### config.mk
export PLATFORM = sky130hd
export DESIGN_NAME = serial_sub
export DESIGN_NICKNAME = d
export VERILOG_FILES = /design/src/rtl/serial_sub.sv
export SDC_FILE = /design/constraint.sdc
export NUM_CORES = 1
export LEC_CHECK = 0
export CAP_MARGIN = 30
export CORE_MARGIN = 3
export CORE_UTILIZATION = 47
export CTS_BUF_LIST = sky130_fd_sc_hd__clkbuf_16
export CTS_CLUSTER_DIAMETER = 80
export DETAILED_ROUTE_END_ITERATION = 8
export PLACE_DENSITY = 0.76
export SLEW_MARGIN = 5
export SYNTH_ARGS = -nofsm -noshare
export SYNTH_HDL_FRONTEND = slang
export SYNTH_SLANG_ARGS = --single-unit
### constraint.sdc
create_clock -name clk -period 1.57 [get_ports clk]
set_input_delay 0.2355 -clock clk [delete_from_list [all_inputs] [get_ports clk]]
set_output_delay 0.2355 -clock clk [all_outputs]
set_load 0.02 [all_outputs]
### src/rtl/serial_sub.sv
// serial_sub: digit-serial A - B - Bin over WIDTH bits, DIGIT bits per clock.
// Start/busy/done handshake; reports unsigned borrow-out and signed overflow.
module serial_sub #(
    parameter int WIDTH = 8,
    parameter int DIGIT = 1
) (
    input  logic             clk,
    input  logic             rst,
    input  logic             start,
    input  logic [WIDTH-1:0] A,
    input  logic [WIDTH-1:0] B,
    input  logic             Bin,
    output logic             busy,
    output logic             done,
    output logic [WIDTH-1:0] D,
    output logic             Bout,
    output logic             OVF
);

    localparam int N  = WIDTH / DIGIT;
    localparam int CW = (N > 1) ? $clog2(N) : 1;

    if (WIDTH < 2 || DIGIT < 1 || DIGIT > WIDTH || (WIDTH % DIGIT) != 0) begin : g_param_chk
        $error("serial_sub: illegal WIDTH/DIGIT combination");
    end

    typedef enum logic [1:0] {
        IDLE,
        RUN,
        DONE
    } state_t;

    state_t           state_q, state_d;
    logic [WIDTH-1:0] a_q, a_d;
    logic [WIDTH-1:0] b_q, b_d;
    logic [WIDTH-1:0] r_q, r_d;
    logic             brw_q, brw_d;
    logic [CW-1:0]    cnt_q, cnt_d;
    logic             sa_q, sa_d;
    logic             sb_q, sb_d;
    logic [WIDTH-1:0] d_q, d_d;
    logic             bout_q, bout_d;
    logic             ovf_q, ovf_d;
    logic             busy_q, busy_d;
    logic             done_q, done_d;

    logic [DIGIT:0]   dig_diff;
    logic [WIDTH-1:0] dig_w;
    logic [WIDTH-1:0] r_nxt;
    logic             last;

    // One digit step; the extra top bit of the difference is the borrow.
    always_comb begin
        dig_diff = {1'b0, a_q[DIGIT-1:0]}
                 - {1'b0, b_q[DIGIT-1:0]}
                 - {{DIGIT{1'b0}}, brw_q};
        dig_w = '0;
        dig_w[DIGIT-1:0] = dig_diff[DIGIT-1:0];
        r_nxt = (r_q >> DIGIT) | (dig_w << (WIDTH - DIGIT));
        last  = (cnt_q == CW'(N - 1));
    end

    always_comb begin
        state_d = state_q;
        a_d     = a_q;
        b_d     = b_q;
        r_d     = r_q;
        brw_d   = brw_q;
        cnt_d   = cnt_q;
        sa_d    = sa_q;
        sb_d    = sb_q;
        d_d     = d_q;
        bout_d  = bout_q;
        ovf_d   = ovf_q;
        busy_d  = busy_q;
        done_d  = 1'b0;
        unique case (state_q)
            IDLE: begin
                if (start) begin
                    a_d     = A;
                    b_d     = B;
                    brw_d   = Bin;
                    sa_d    = A[WIDTH-1];
                    sb_d    = B[WIDTH-1];
                    r_d     = '0;
                    cnt_d   = '0;
                    busy_d  = 1'b1;
                    state_d = RUN;
                end
            end
            RUN: begin
                a_d   = a_q >> DIGIT;
                b_d   = b_q >> DIGIT;
                r_d   = r_nxt;
                brw_d = dig_diff[DIGIT];
                cnt_d = cnt_q + CW'(1);
                if (last) begin
                    d_d     = r_nxt;
                    bout_d  = dig_diff[DIGIT];
                    ovf_d   = (sa_q != sb_q) & (r_nxt[WIDTH-1] != sa_q);
                    busy_d  = 1'b0;
                    done_d  = 1'b1;
                    state_d = DONE;
                end
            end
            DONE: begin
                state_d = IDLE;
            end
            default: begin
                state_d = IDLE;
                busy_d  = 1'b0;
            end
        endcase
    end

    always_ff @(posedge clk or posedge rst) begin
        if (rst) begin
            state_q <= IDLE;
            a_q     <= '0;
            b_q     <= '0;
            r_q     <= '0;
            brw_q   <= 1'b0;
            cnt_q   <= '0;
            sa_q    <= 1'b0;
            sb_q    <= 1'b0;
            d_q     <= '0;
            bout_q  <= 1'b0;
            ovf_q   <= 1'b0;
            busy_q  <= 1'b0;
            done_q  <= 1'b0;
        end else begin
            state_q <= state_d;
            a_q     <= a_d;
            b_q     <= b_d;
            r_q     <= r_d;
            brw_q   <= brw_d;
            cnt_q   <= cnt_d;
            sa_q    <= sa_d;
            sb_q    <= sb_d;
            d_q     <= d_d;
            bout_q  <= bout_d;
            ovf_q   <= ovf_d;
            busy_q  <= busy_d;
            done_q  <= done_d;
        end
    end

    assign busy = busy_q;
    assign done = done_q;
    assign D    = d_q;
    assign Bout = bout_q;
    assign OVF  = ovf_q;

endmodule

run_1/registers.png
Bar = 20 um. Other sequential cells in the stronger grey, the rest of the logic in the fainter grey.
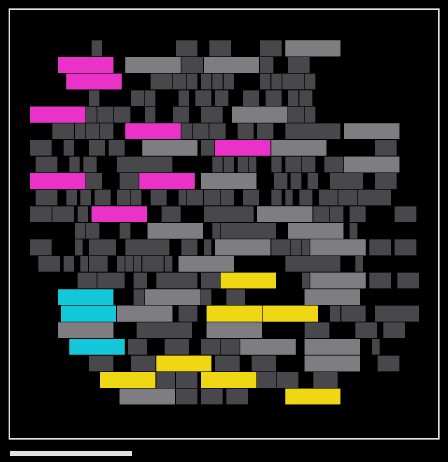
Key: `b_q` = magenta [placed flops 8]; `cnt_q` = cyan [placed flops 3]; `r_q` = yellow [placed flops 7, where bottom centre]
Another 25 sequential cells are not coloured.
Seq/total area: 43.52%
final core occ: 64.62%
Storage cell area: 1076 sq um

run_1/final_clocks.png
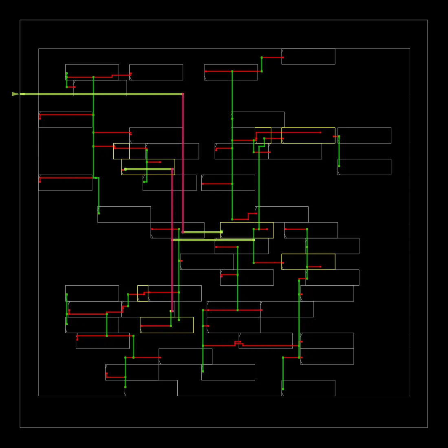
number of buffers created by CTS: 5
Flops: 43

run_1/gate_families.png
Bar = 20 um.
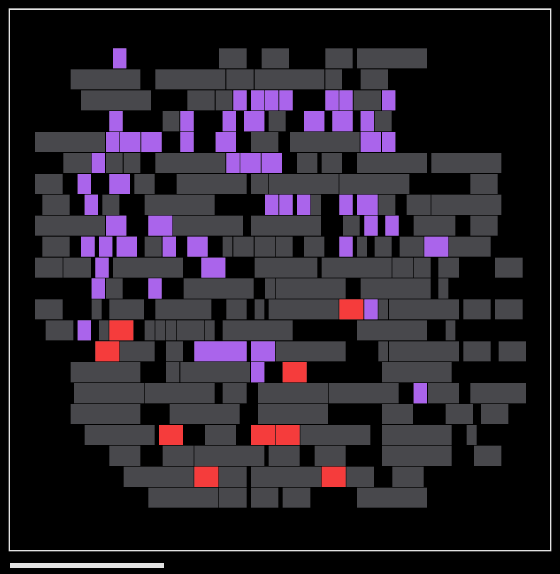
Key: inverting AOI/OAI gates = purple [cells 55]; AND-OR and OR-AND gates = red [cells 9, where bottom centre]
dominant logic cell type in the layout: dfrtp_1
logic share of the area: 31.78%

==> metrics.cfg, run 1 <==
[sta]
hold_violations = 0
maxSlewViolCount = 0
fin_crit_sh_pct = 96.79
skew_ns = 0.003118
rsz0062_at_grt = false
fin_tns_setup_ns = 0
setup_viol = 0
whs_ns = 0.3144
timing.fmax_mhz = 658.1

[cells_and_area]
largest_cell_class = flip-flops and latches
nFillCells = 304
nNonClkInverters = 6
finalNetCount = 227
n_all_buffers = 39
n_clock_buffer = 5
antennaDiodeCount = 0
drive_above_1_share_pct = 12.20
clk_share_pct = 5.870
area_growth_pct = 27.57
logic_gate_count = 109

[run_status]
outcome = finished clean

[power]
power_frac_clock_pct = 20.6
power_frac_seq_pct = 39.5
power_density_nw_per_um2 = 1966
comb_power_share_pct = 39.9
vdd_drop_max_v = 0.001038
switching_share_pct = 34.44
power.leakage_nw = 1.094

[grt]
antenna_found_initial = 0
grt_max_degree = 44
track_usage_pct = 17.03
grt_pass1_wl_um = 6679
grt_remaining_overflow = 0
grt_pass1_vias = 1360

[floorplanning]
taps = 48
core_region_area_sq_um = 3826
rows = 22
die_h_um = 70.22
io_pins = 32
die-area_sq_um = 4930
die_width_um = 70.22
fp-utilization_pct = 50.65

[worst_setup_path]
worstPathRequired_ns = 1.73
critical_path_buf_inv_count = 0
crit_cells = 4
r2r-end = D[6]$_DFFE_PP0P_
path_common_cell = ha_1
critPathSlowestCell = dfrtp_1
r2r_cells = 4
r2r-start = cnt_q[0]$_DFFE_PP0P_
endpoint_kind = register
reg2reg_slack_ns = 0.05
cp-endpoint = D[6]$_DFFE_PP0P_
path_cells = ha_1, ha_1, nand3b_4, mux2_1
path_delay_family = adder cells
worstPathMaxFanout = 14
cp.arrival_ns = 1.68
critPathMaxStageDelay_ns = 0.40
setup.worst_path.start_class = register

[clock_network]
clk_pin_slew_ns = 0.06
clk_path_buf_depth = 2
cts_sinks = 43
htree_levels = 2
cts_root_buf = clkbuf_16
ctsResizeCount = 0
ctsHoldBuffers = 0
clock_latency_ns = 0.28

[job]
cap_violations = 0

[detailed_routing]
wl_per_cell_um = 15.35
num_vias = 1399
drc_errors = 0
finalWirelength_um = 3884

[yosys]
ys_ff = 43
area_leaders = dfrtp_1 56%, a22oi_1 5.4%, nor2b_1 5.2%
ys_area_sq_um = 1938
yosys.cell_count.top_type = dfrtp_1
synth-async-reset-ratio_pct = 100.0
top_area_cell = dfrtp_1
synth_seq_share_pct = 55.52
top_area_share_pct = 55.52
syn_area_per_cell_sq_um = 11.47
synth-edff-count = 0
synth_warnings = 0
syn-num-nets = 192
netlist_area_sq_um = 1938

[worst_hold_path]
hp-class = in2async

[placed_design]
post_dp_cell_area_sq_um = 2312
gp_congestion = 0.8321
io_buffers = 31

==> run 1: logic make-up (layout without fill, tap and decap cells) <==
group,count (synthesis),count (layout),synth area share [%]
AOI/OAI and AO/OA,64,64,21.37
and+or+nand+nor,31,31,9.749
muxes,11,11,6.714
DFF,43,43,55.52
adders and majority gates,3,3,2.324
buffers and inverters,17,53,4.325
==> run 1: placed cells by master, fill, tap and decap left out, types with 4 or more instances in the layout <==
cell	count
clkbuf_16	5
clkdlybuf4s50_1	31
dfrtp_1	43
a22o_1	9
nor2_1	4
a21oi_1	15
a22oi_1	14
nand2_1	6
mux2_1	8
inv_1	5
o21ai_1	18
nor2b_1	16
buf_4	7
==> run 1: metal layers <==
layer,share of wire [%],GRT usage (%)
met1,47,22.83
met2,47,25.92
met3,4.4,4.604
met4,1.2,7.447
met5,0,0
==> run 1: state kept, by name, summed over array words and instances (netlist names) <==
name     flops
D            8
a_q          8
b_q          8
r_q          7
cnt_q        3
state_q      2
Bout         1
OVF          1
brw_q        1
busy         1
done         1
sa_q         1
sb_q         1
==> run 1: power by group through the flow <==
| stage | sequential [W] | combinational (W) | clock, W |
|---|---|---|---|
| 5_1_grt | 0.00198 | 0.00215 | 0.00107 |
| 6_report | 0.00192 | 0.00194 | 0.00100 |
| 2_1_floorplan | 0.00201 | 0.00115 | 0 |
| 4_1_cts | 0.00192 | 0.00188 | 0.00101 |
| 3_5_place_dp | 0.00193 | 0.00186 | 0 |
| 3_3_place_gp | 0.00190 | 0.00177 | 0 |
==> run 1: stage by stage <==
stage               cells  power, W  setup slack [ns]
floorplan             169  0.003154           0.08246
finish                253  0.004860           0.05040
detailed placement    244  0.003791           0.04275
global route          253  0.005197          0.004067
global placement      244  0.003670           0.07535
CTS                   252  0.004811           0.01495
==> run 1 -> run 2 <==
- ABC_CLOCK_PERIOD_IN_PS: default -> 1570
run_2/pins.png
Pins as bars across the die edge, other pins in grey.
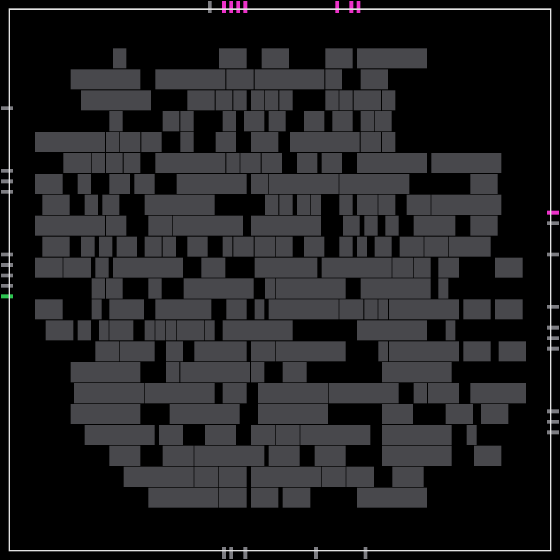
Key: `A` = magenta [pins 8, direction input, edge 7 top, 1 right]; `busy` = green [pins 1, direction output, edge left]
Die Width: 70.22 um
Die H: 70.22 um
I/O Buffers: 31

run_2/registers.png
Bar = 20 um. Other sequential cells in the stronger grey, the rest of the logic in the fainter grey.
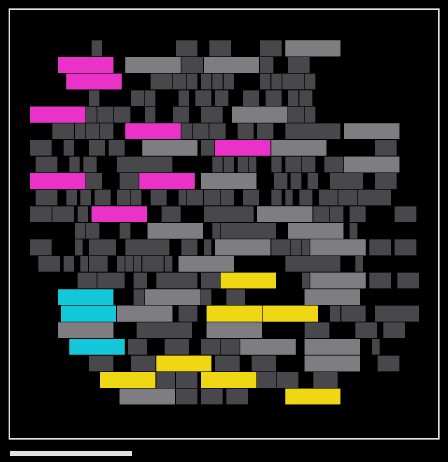
Key: `b_q` = magenta [placed flops 8]; `cnt_q` = cyan [placed flops 3]; `r_q` = yellow [placed flops 7, where bottom centre]
sequential cell power: 0.00192 W

run_2/final_clocks.png
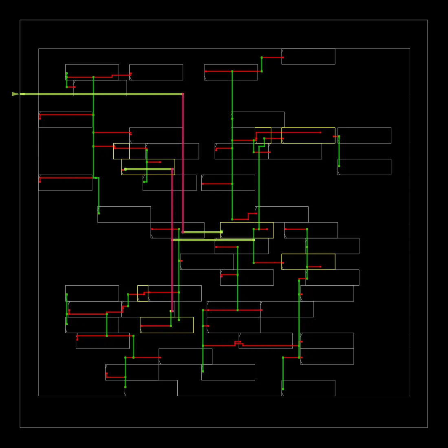
Clock Latency Late Sink: 0.28 ns
clkbuf count: 5

==> run 2 against run 1 <==
Final area stayed put. Clock-buffer cell count did not move. Worst hold slack stayed put. Maximum frequency stayed put. Worst setup slack is the same. Clock power about the same. Clock skew unchanged. Global-route usage unchanged. Via count is the same. Power unchanged. Wire length unchanged.
==> metrics.cfg, run 2 <==
[worst_setup_path]
worstPathRequired_ns = 1.73
cp-endpoint = D[6]$_DFFE_PP0P_
r2r-start = cnt_q[0]$_DFFE_PP0P_
reg2reg_slack_ns = 0.05
setup.worst_path.start_class = register

[detailed_routing]
met1_length_um = 1844
wl_per_cell_um = 15.35
drc_errors = 0
dr_wl_met2_um = 1822
num_vias = 1399

[sta]
timing.fmax_mhz = 658.1
hold_violations = 0
fin_tns_setup_ns = 0
setup_slack_ns = 0.05040
setup_viol = 0

[cells_and_area]
antennaDiodeCount = 0
area_growth_pct = 27.57
nFillCells = 304
lay_top_count = dfrtp_1
flop_area_sq_um = 1076
drive_above_1_share_pct = 12.20
final_core_utilization_pct = 64.62
finalNetCount = 227

[job]
cap_violations = 0

[yosys]
ys_top_logic_family = AND-OR/OR-AND gates
ys_ff = 43
aoi_share_pct = 21.37
syn-num-nets = 192
top_area_share_pct = 55.52
ys_sh_simple_pct = 9.748
yosys.cell_count.top_type = dfrtp_1
netlist_area_sq_um = 1938
synth-async-reset-ratio_pct = 100.0
synth-edff-count = 0
synth_warnings = 0

[placed_design]
place_ws_ns = 0.04275

[floorplanning]
die-area_sq_um = 4930
rows = 22

[worst_hold_path]
hp-class = in2async

[power]
fin_total_pwr_w = 0.004860
vdd_drop_max_v = 0.001038

[clock_network]
cts_root_buf = clkbuf_16
ctsHoldBuffers = 0

[grt]
grt_pass1_vias = 1360
antenna_found_initial = 0
track_usage_pct = 17.03

[run_status]
outcome = finished clean

run 2: cell counts after synthesis:
Identical to the previous run, type by type.
run 2: per-stage QoR:
stage | instance area [sq um] | std cells | hold WS, ns
after floorplan | 1938 | 169 | 0.3836
after global placement | 2312 | 244 | 0.4679
after detailed placement | 2312 | 244 | 0.4817
after CTS | 2457 | 252 | 0.3280
after global routing | 2472 | 253 | 0.3346
final | 2472 | 253 | 0.3144
run 2: critical path: stages (launching register included):
cell	delay [ns]
dfrtp_1	0.40
ha_1	0.21
ha_1	0.23
nand3b_4	0.20
mux2_1	0.35
run 2: routing by layer:
metal,vias to the layer above,GRT usage [%]
li1,669,-
met3,5,4.604
met4,0,7.447
met2,29,25.92
met5,-,0
met1,696,22.83
run 2: kinds of logic (layout without fill, tap and decap cells):
| group | Yosys count | after routing |
|---|---|---|
| adder cells (fa/ha/maj) | 3 | 3 |
| AND-OR/OR-AND | 64 | 64 |
| buffers and inverters | 17 | 53 |
| multiplexers | 11 | 11 |
| AND/OR/NAND/NOR | 31 | 31 |
| flip-flops | 43 | 43 |
run 2: area by class of cell:
cell class,count,area share [%]
Multi-Input combinational cell,109,31.78
Clock buffer,5,5.061
Tap cell,48,2.429
Sequential cell,43,43.52
Clock inverter,3,0.8097
Inverter,6,0.9109
Timing Repair Buffer,39,15.49
run 2: power by group:
| part | leakage [nW] | switching (W) | internal, W |
|---|---|---|---|
| clock network | 0.0658 | 0.000415 | 0.000585 |
| registers | 0.552 | 0.000330 | 0.00159 |
| logic | 0.476 | 0.000929 | 0.00101 |
| total | 1.09 | 0.00167 | 0.00319 |
run 2: what timing repair did:
action / 4_1_cts / 5_1_grt
buffers inserted: 0 / 1
gates resized: 0 / 4
setup endpoints to repair: 0 / 22
==> run 2 -> run 3 <==
- SETUP_SLACK_MARGIN: default -> 0.4
run_3/registers.png
Bar = 20 um. Other sequential cells in the stronger grey, the rest of the logic in the fainter grey.
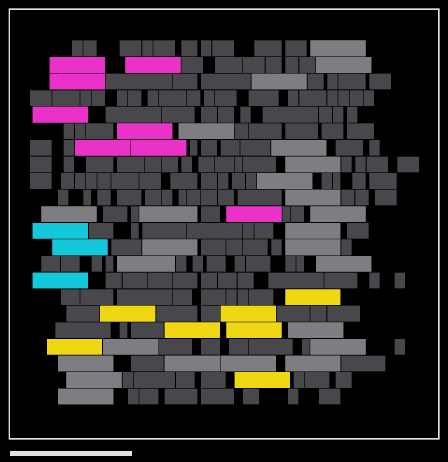
Key: `cnt_q` = cyan [placed flops 3]; `b_q` = magenta [placed flops 8, where upper left]; `r_q` = yellow [placed flops 7]
sequential cell power: 0.00203 W
Storage cell area: 1079 sq um
final core occ: 76.03%
Seq/total area: 37.08%

run_3/metal_stack.png
Two of the layers only.
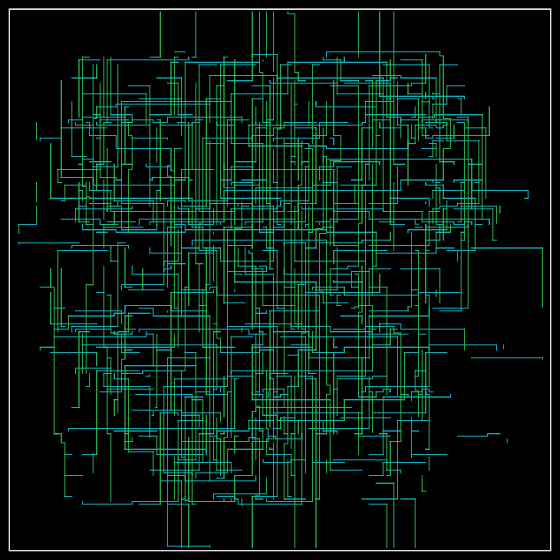
Key: met1 = cyan [wire length 2260 um]; met2 = green [wire length 2960 um]
routed wire length: 5751 um
GRT Total Usage: 21.91%
wire per inst: 20.47 um
DR vias: 1663

==> run 3 against run 2 <==
Critical path depth unchanged. Wire length increased by 48%. Clock skew about the same. Maximum frequency grew 4.8%. Power grew 23%. Clock-buffer cell count stayed put. Largest cell class unchanged. Sequential power grew 6%. Worst hold slack improved by 0.034 ns. Die area unchanged. Register-to-register slack improved by 0.07 ns. Sequential cell count is the same. Worst setup slack better by 0.069 ns. Critical endpoint is now r_q[7]$_DFFE_PP0P_.
==> metrics.cfg, run 3 <==
[run_status]
outcome = finished clean

[yosys]
yosys.cell_count.top_type = dfrtp_1
top_area_share_pct = 55.52
synth_seq_share_pct = 55.52
synth-edff-count = 0
ys_sh_simple_pct = 9.748
netlist_area_sq_um = 1938
ys_sh_xor_pct = 0
ys_sh_mux_pct = 6.714
ys_top_logic_family = AND-OR/OR-AND gates
synth_warnings = 0

[power]
power_frac_seq_pct = 33.9
clk-power_w = 0.00114
switching_share_pct = 35.92
intPower_w = 0.003839
power_frac_clock_pct = 19.1
switching_power_w = 0.002152

[detailed_routing]
drc_errors = 0

[sta]
maxSlewViolCount = 0
hold_violations = 0
fin_tns_setup_ns = 0

[job]
cap_violations = 0

[cells_and_area]
finalNetCount = 256
final_cell_mix = 41 x dfrtp_1, 19 x o21ai_1, 19 x buf_4
postLayoutCellArea_sq_um = 2909
lay_top_count = dfrtp_1

[clock_network]
clk_path_buf_depth = 2
ctsHoldBuffers = 0
htree_levels = 2
cts_setup_buffers = 14
clock_latency_ns = 0.28
cts_root_buf = clkbuf_16
ctsResizeCount = 66

[floorplanning]
die_width_um = 70.22
die_h_um = 70.22

[grt]
antenna_found_initial = 0

[worst_setup_path]
reg2reg_slack_ns = 0.12
critical_path_buf_inv_count = 2

[placed_design]
io_buffers = 31
gp_congestion = 0.7660

[worst_hold_path]
hp-class = in2async

run_3/gate_families.png
Bar = 20 um.
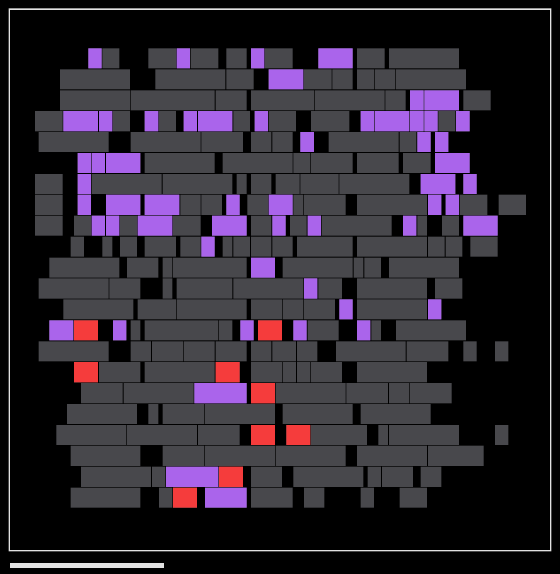
Key: AND-OR and OR-AND gates = red [cells 9]; inverting AOI/OAI gates = purple [cells 56]
Cell Count, Final, Fillers Out: 281
logic share of the area: 33.63%

[run 3: cell counts after synthesis]
No cell type changed its count.
[run 3: final cells by class]
class                      instances  area (sq um)  share of cell area, %
timing repair buffer              66         603.1                  20.73
inverter                           6         26.28                 0.9032
tap                               48         60.06                  2.065
clock inverter                     2         37.54                  1.290
multi-input combinational        111         978.4                  33.63
clock buffer                       5         125.1                  4.301
sequential                        43          1079                  37.08
[run 3: worst paths after layout]
| check | from | end | depth (start not counted) |
|---|---|---|---|
| min in group clk | OVF$_DFFE_PP0P_ | OVF$_DFFE_PP0P_ | 2 |
| worst max-delay path | brw_q$_DFFE_PP0P_ | r_q[7]$_DFFE_PP0P_ | 4 |
| worst min register to register | OVF$_DFFE_PP0P_ | OVF$_DFFE_PP0P_ | 2 |
| max in group asynchronous | rst | state_q[0]$_DFFE_PP0P_ | 3 |
| worst min-delay path | rst | D[0]$_DFFE_PP0P_ | 3 |
| worst max register to register | brw_q$_DFFE_PP0P_ | r_q[7]$_DFFE_PP0P_ | 4 |
[run 3: per-layer routing]
layer / vias to the layer above / global-route usage [%]
li1: 732 / -
met1: 831 / 27.78
met2: 80 / 36.20
met3: 20 / 7.194
met4: 0 / 5.532
met5: - / 0
[run 3: through the flow]
step	std cells	hold WS (ns)	setup slack [ns]
global placement	246	0.4757	0.05342
CTS	270	0.3597	0.1671
floorplan	169	0.2334	0.2025
detailed placement	246	0.4874	0.03662
finish	281	0.3485	0.1194
global route	281	0.3770	0.07025
[run 3: logic make-up after synthesis]
family | count (synthesis)
AND-OR/OR-AND | 64
adder cells (fa/ha/maj) | 3
buffers and inverters | 17
flip-flops | 43
multiplexers | 11
AND/OR/NAND/NOR | 31
No activity file was given, so power comes from the tool's default toggle rates.
